File: src/rtl/rca_pkg.sv
// Shared definitions for the pipelined ripple-carry adder family.
package rca_pkg;

  localparam logic MODE_UNSIGNED = 1'b0;
  localparam logic MODE_SIGNED   = 1'b1;

  // Number of pipeline stages, one per SEG-bit segment of the operand.
  function automatic int stage_count(input int width, input int seg);
    return width / seg;
  endfunction

endpackage

File: src/rtl/rca_seg.sv
// Combinational SEG-bit generate/propagate ripple segment; exposes the carry
// into its top bit so the last stage can derive signed overflow.
module rca_seg #(
  parameter int SEG = 4
) (
  input  logic [SEG-1:0] a,
  input  logic [SEG-1:0] b,
  input  logic           ci,
  output logic [SEG-1:0] s,
  output logic           co,
  output logic           c_msb
);

  logic [SEG-1:0] g;
  logic [SEG-1:0] p;
  logic [SEG:0]   c;

  assign g = a & b;
  assign p = a ^ b;

  always_comb begin
    c    = '0;
    c[0] = ci;
    for (int i = 0; i < SEG; i++) begin
      c[i+1] = g[i] | (p[i] & c[i]);
    end
  end

  assign s     = p ^ c[SEG-1:0];
  assign co    = c[SEG];
  assign c_msb = c[SEG-1];

endmodule

File: src/rtl/rca_pipe.sv
// Pipelined ripple-carry adder: one SEG-bit segment per stage, carry registered
// between stages, valid/ready on both sides with a single global advance.
module rca_pipe
  import rca_pkg::*;
#(
  parameter int WIDTH = 16,
  parameter int SEG   = 4
) (
  input  logic             clk,
  input  logic             rst_n,
  input  logic             in_valid,
  output logic             in_ready,
  input  logic [WIDTH-1:0] a,
  input  logic [WIDTH-1:0] b,
  input  logic             ci,
  input  logic             sgn,
  output logic             out_valid,
  input  logic             out_ready,
  output logic [WIDTH:0]   s,
  output logic             ovf
);

  localparam int STAGES = stage_count(WIDTH, SEG);

  if (SEG < 1 || WIDTH < SEG || (WIDTH % SEG) != 0) begin : g_bad_params
    $error("rca_pipe: WIDTH (%0d) must be a nonzero multiple of SEG (%0d)", WIDTH, SEG);
  end

  logic              advance;
  logic              accept;
  logic              ready_en;

  // Rank k holds the operands, mode and carry that stage k consumes; the
  // operand ranks form the input skew, the partial-sum ranks the output deskew.
  logic [WIDTH-1:0]  a_q   [STAGES];
  logic [WIDTH-1:0]  b_q   [STAGES];
  logic [WIDTH-1:0]  sum_q [STAGES];
  logic [WIDTH-1:0]  sum_nx[STAGES];
  logic [STAGES-1:0] sgn_q;
  logic [STAGES-1:0] c_q;
  logic [STAGES:0]   v_q;
  logic              ext_q;
  logic              ovf_q;

  logic [SEG-1:0]    seg_s   [STAGES];
  logic              seg_co  [STAGES];
  logic              seg_cmsb[STAGES];

  logic              p_top;
  logic              c_top;
  logic              ext_nx;
  logic              ovf_nx;

  assign advance  = !v_q[STAGES] || out_ready;
  assign in_ready = advance && ready_en;
  assign accept   = in_valid && in_ready;

  for (genvar k = 0; k < STAGES; k++) begin : g_stage
    logic [WIDTH-1:0] prev;

    if (k == 0) begin : g_first
      assign prev = '0;
    end else begin : g_chain
      assign prev = sum_q[k-1];
    end

    rca_seg #(.SEG(SEG)) u_seg (
      .a     (a_q[k][k*SEG +: SEG]),
      .b     (b_q[k][k*SEG +: SEG]),
      .ci    (c_q[k]),
      .s     (seg_s[k]),
      .co    (seg_co[k]),
      .c_msb (seg_cmsb[k])
    );

    // Bits above segment k of prev are always zero, so OR-ing in the new segment suffices.
    assign sum_nx[k] = prev | (WIDTH'(seg_s[k]) << (k*SEG));
  end

  // Signed mode extends p and g by their MSB, which makes the extra sum bit p[MSB]^c[WIDTH].
  assign p_top  = a_q[STAGES-1][WIDTH-1] ^ b_q[STAGES-1][WIDTH-1];
  assign c_top  = seg_co[STAGES-1];
  assign ext_nx = (sgn_q[STAGES-1] == MODE_SIGNED) ? (p_top ^ c_top) : c_top;
  assign ovf_nx = (sgn_q[STAGES-1] == MODE_SIGNED) ? (seg_cmsb[STAGES-1] ^ c_top) : c_top;

  // Gates in_ready low for the first cycle after reset release.
  always_ff @(posedge clk or negedge rst_n) begin
    if (!rst_n) begin
      ready_en <= 1'b0;
    end else begin
      ready_en <= 1'b1;
    end
  end

  always_ff @(posedge clk or negedge rst_n) begin
    if (!rst_n) begin
      v_q   <= '0;
      sgn_q <= '0;
      c_q   <= '0;
      ext_q <= 1'b0;
      ovf_q <= 1'b0;
      for (int k = 0; k < STAGES; k++) begin
        a_q[k]   <= '0;
        b_q[k]   <= '0;
        sum_q[k] <= '0;
      end
    end else if (advance) begin
      a_q[0]   <= a;
      b_q[0]   <= b;
      sgn_q[0] <= sgn;
      c_q[0]   <= ci;
      v_q[0]   <= accept;
      for (int k = 1; k < STAGES; k++) begin
        a_q[k]   <= a_q[k-1];
        b_q[k]   <= b_q[k-1];
        sgn_q[k] <= sgn_q[k-1];
        c_q[k]   <= seg_co[k-1];
      end
      for (int k = 0; k < STAGES; k++) begin
        sum_q[k] <= sum_nx[k];
        v_q[k+1] <= v_q[k];
      end
      ext_q <= ext_nx;
      ovf_q <= ovf_nx;
    end
  end

  assign out_valid = v_q[STAGES];
  assign s         = {ext_q, sum_q[STAGES-1]};
  assign ovf       = ovf_q;

endmodule

File: config.mk
export PLATFORM = sky130hd
export DESIGN_NAME = rca_pipe
export DESIGN_NICKNAME = d
export VERILOG_FILES = /design/src/rtl/rca_pkg.sv /design/src/rtl/rca_seg.sv /design/src/rtl/rca_pipe.sv
export SDC_FILE = /design/constraint.sdc
export NUM_CORES = 1
export LEC_CHECK = 0
export ABC_AREA = 1
export CORE_MARGIN = 2
export CORE_UTILIZATION = 51
export DETAILED_ROUTE_END_ITERATION = 16
export HOLD_SLACK_MARGIN = 0.12
export PLACE_DENSITY = 0.79
export SYNTH_ARGS = -nofsm -noshare
export SYNTH_HDL_FRONTEND = slang
export SYNTH_SLANG_ARGS = --single-unit
File: constraint.sdc
create_clock -name clk -period 2.3 [get_ports clk]
set_input_delay 0.345 -clock clk [delete_from_list [all_inputs] [get_ports clk]]
set_output_delay 0.345 -clock clk [all_outputs]
set_load 0.01 [all_outputs]
I/O nets highlighted:
The bar under the picture is 20 um long.
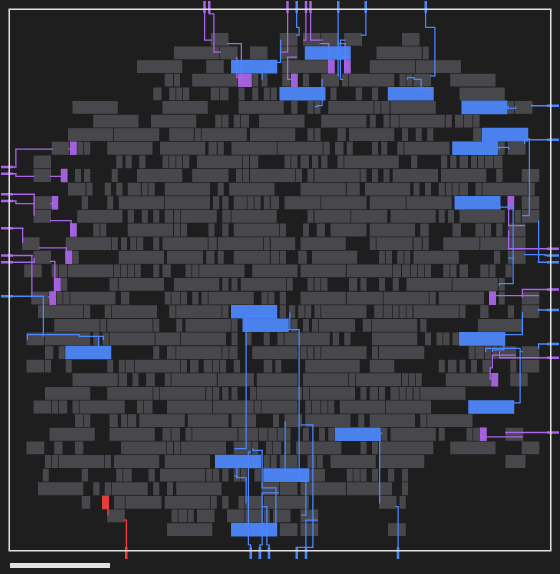
- red: `in_ready` (bits 1; direction output; edge bottom; end cells 1; buffers 1; wire 8.20 um)
- blue: `s` (bits 17; direction output; edge 6 right, 6 bottom, 4 top, 1 left; end cells 17; buffers 17; wire 451 um)
- purple: `b` (bits 16; direction input; edge 7 left, 5 top, 4 right; end cells 16; buffers 16; wire 227 um)
Top Ports: 58
port buffer count: 57

Wiring by layer:
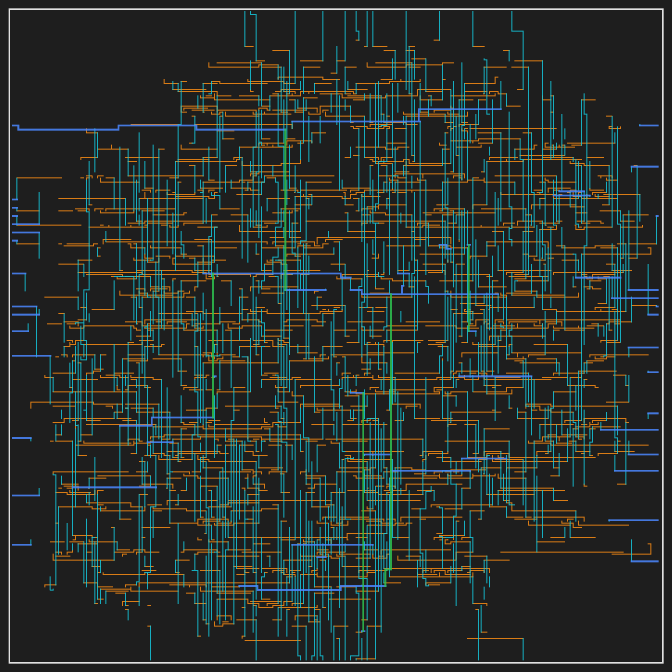
- cyan: met2 (wire length 5,450 um)
- blue: met3 (wire length 384 um)
- green: met4 (wire length 153 um)
- orange: met1 (wire length 4,510 um)

routing by layer:
metal  up-vias  global-route usage (%)
li1       1845                       -
met1      1906                   25.08
met2        74                   33.02
met3        13                   5.811
met4         0                   7.143
met5         -                       0
cell usage after synthesis:
library cell | number | area (um^2)
conb_1 | 1 | 3.750
nand2_1 | 262 | 983.4
clkbuf_1 | 5 | 18.77
nand3_1 | 4 | 20.02
fa_1 | 17 | 340.3
nand2_4 | 1 | 11.26
o21ai_0 | 71 | 355.3
buf_6 | 5 | 56.30
buf_4 | 2 | 15.01
dfrtp_1 | 136 | 3403
buf_2 | 17 | 85.08
inv_2 | 1 | 3.750
inv_1 | 52 | 195.2
nor2_1 | 1 | 3.750
inv_4 | 1 | 6.260
worst min-delay path by stage:
stage          slack, ns  startpoint                  end  cells past startpoint
3_3_place_gp        0.33       rst_n  b_q[63]$_DFFE_PN0N_                      1
5_1_grt             0.36       b[13]  b_q[61]$_DFFE_PN0N_                      3
6_report            0.35       rst_n  a_q[63]$_DFFE_PN0N_                      2
4_1_cts             0.34       b[13]  b_q[61]$_DFFE_PN0N_                      3
2_1_floorplan       0.05       rst_n  a_q[12]$_DFFE_PN0N_                      0
3_5_place_dp        0.34       rst_n  b_q[63]$_DFFE_PN0N_                      1
through the flow:
stage / power (W) / instance area [um^2] / instances / setup slack, ns / utilization (%)
2_1_floorplan: 0.005661 / 5502 / 576 / 0.1457 / -
5_1_grt: 0.01005 / 6758 / 777 / 0.004941 / 64.88
3_3_place_gp: 0.006472 / 6143 / 745 / 0.08263 / 58.98
4_1_cts: 0.009439 / 6753 / 777 / 0.05943 / 64.83
6_report: 0.009354 / 6758 / 777 / 0.1198 / 64.88
3_5_place_dp: 0.006653 / 6143 / 745 / -0.01997 / 58.98
==> notes.md <==
run metrics: most frequent cells in the layout=nand2_1 (262), dfrtp_1 (136), o21ai_0 (71), Worst-path clk slew=approximately 0.060 ns, Die Span X=roughly 110 um, switching part of the total=roughly 32%, crit path to=s[15]$_DFFE_PN0N_, metal3 WL=384 um, worst stage delay on the critical path=~0.55 ns, actual slew at the worst max-slew pin=between 0.5 and 0.6 ns, yosys xor share=0%, CTS tree=built, post-layout period usage of the worst path=between 90% and 100%, first-pass GRT wire length=about 18,000 um, inverter count=~54, metal1 wirelength=4507 um, Distinct cells, synth=15, hold slack=0.3457 ns, Power Density=1384 nW/um^2, Worst Path Required=between 2 and 3 ns, Final Setup Violations=0, total gr overflow=0, final hold violations=0, critical path class=reg2reg, TAP cells=136, Register Area=around 3400 um^2, top layer in use=met4, Synth Warn #=0, RSZ-0062 raised after global routing=false, main logic family after synthesis=simple AND/OR/NAND/NOR gates, final WL=10,490 um, Final Max Tran Viols=0, Seq pwr share=between 40 and 50%, routability congestion estimate=0.7886, postcts setup bufs=0, startpoint types=flip-flop, delay-heaviest family, CP=adder cells, post-layout minimum cycle time=2.180 ns, ys flops=approximately 140, vias per cell=between 4 and 5, Crit. path cell count=8, CP max FO=4, CP endpoint kind=flip-flop, Log Warnings=31, clk sinks=136, Die Y=roughly 110 um, # nets final=between 600 and 700, multi-input gate share of total cell area=between 20 and 30%, Adder Area Share=6.186%, CTS resizes=1, clk_buf instances=24, Post-Syn Area per Cell=about 9.6 um^2, TritonCTS Buffers=17, logic area=1725 um^2, Mapped Area=roughly 5500 um^2, Critical R2R Launch=a_q[12]$_DFFE_PN0N_, Post-Synth AOI/OAI Area=approximately 6.5%, initial antenna violation count=0, Area Overhead vs Synth=22.83%, outcome=finished, final reports clean, Core Area=10,420 um^2, R2R Setup Slk=~0.12 ns, Seq/total area=around 50%, Cell Chain, Critical Path=inv_1 -> fa_1 -> inv_1 -> fa_2 -> fa_2 -> fa_2 -> nand2_1 -> nand2_1
Power and IR drop assume default switching activity.
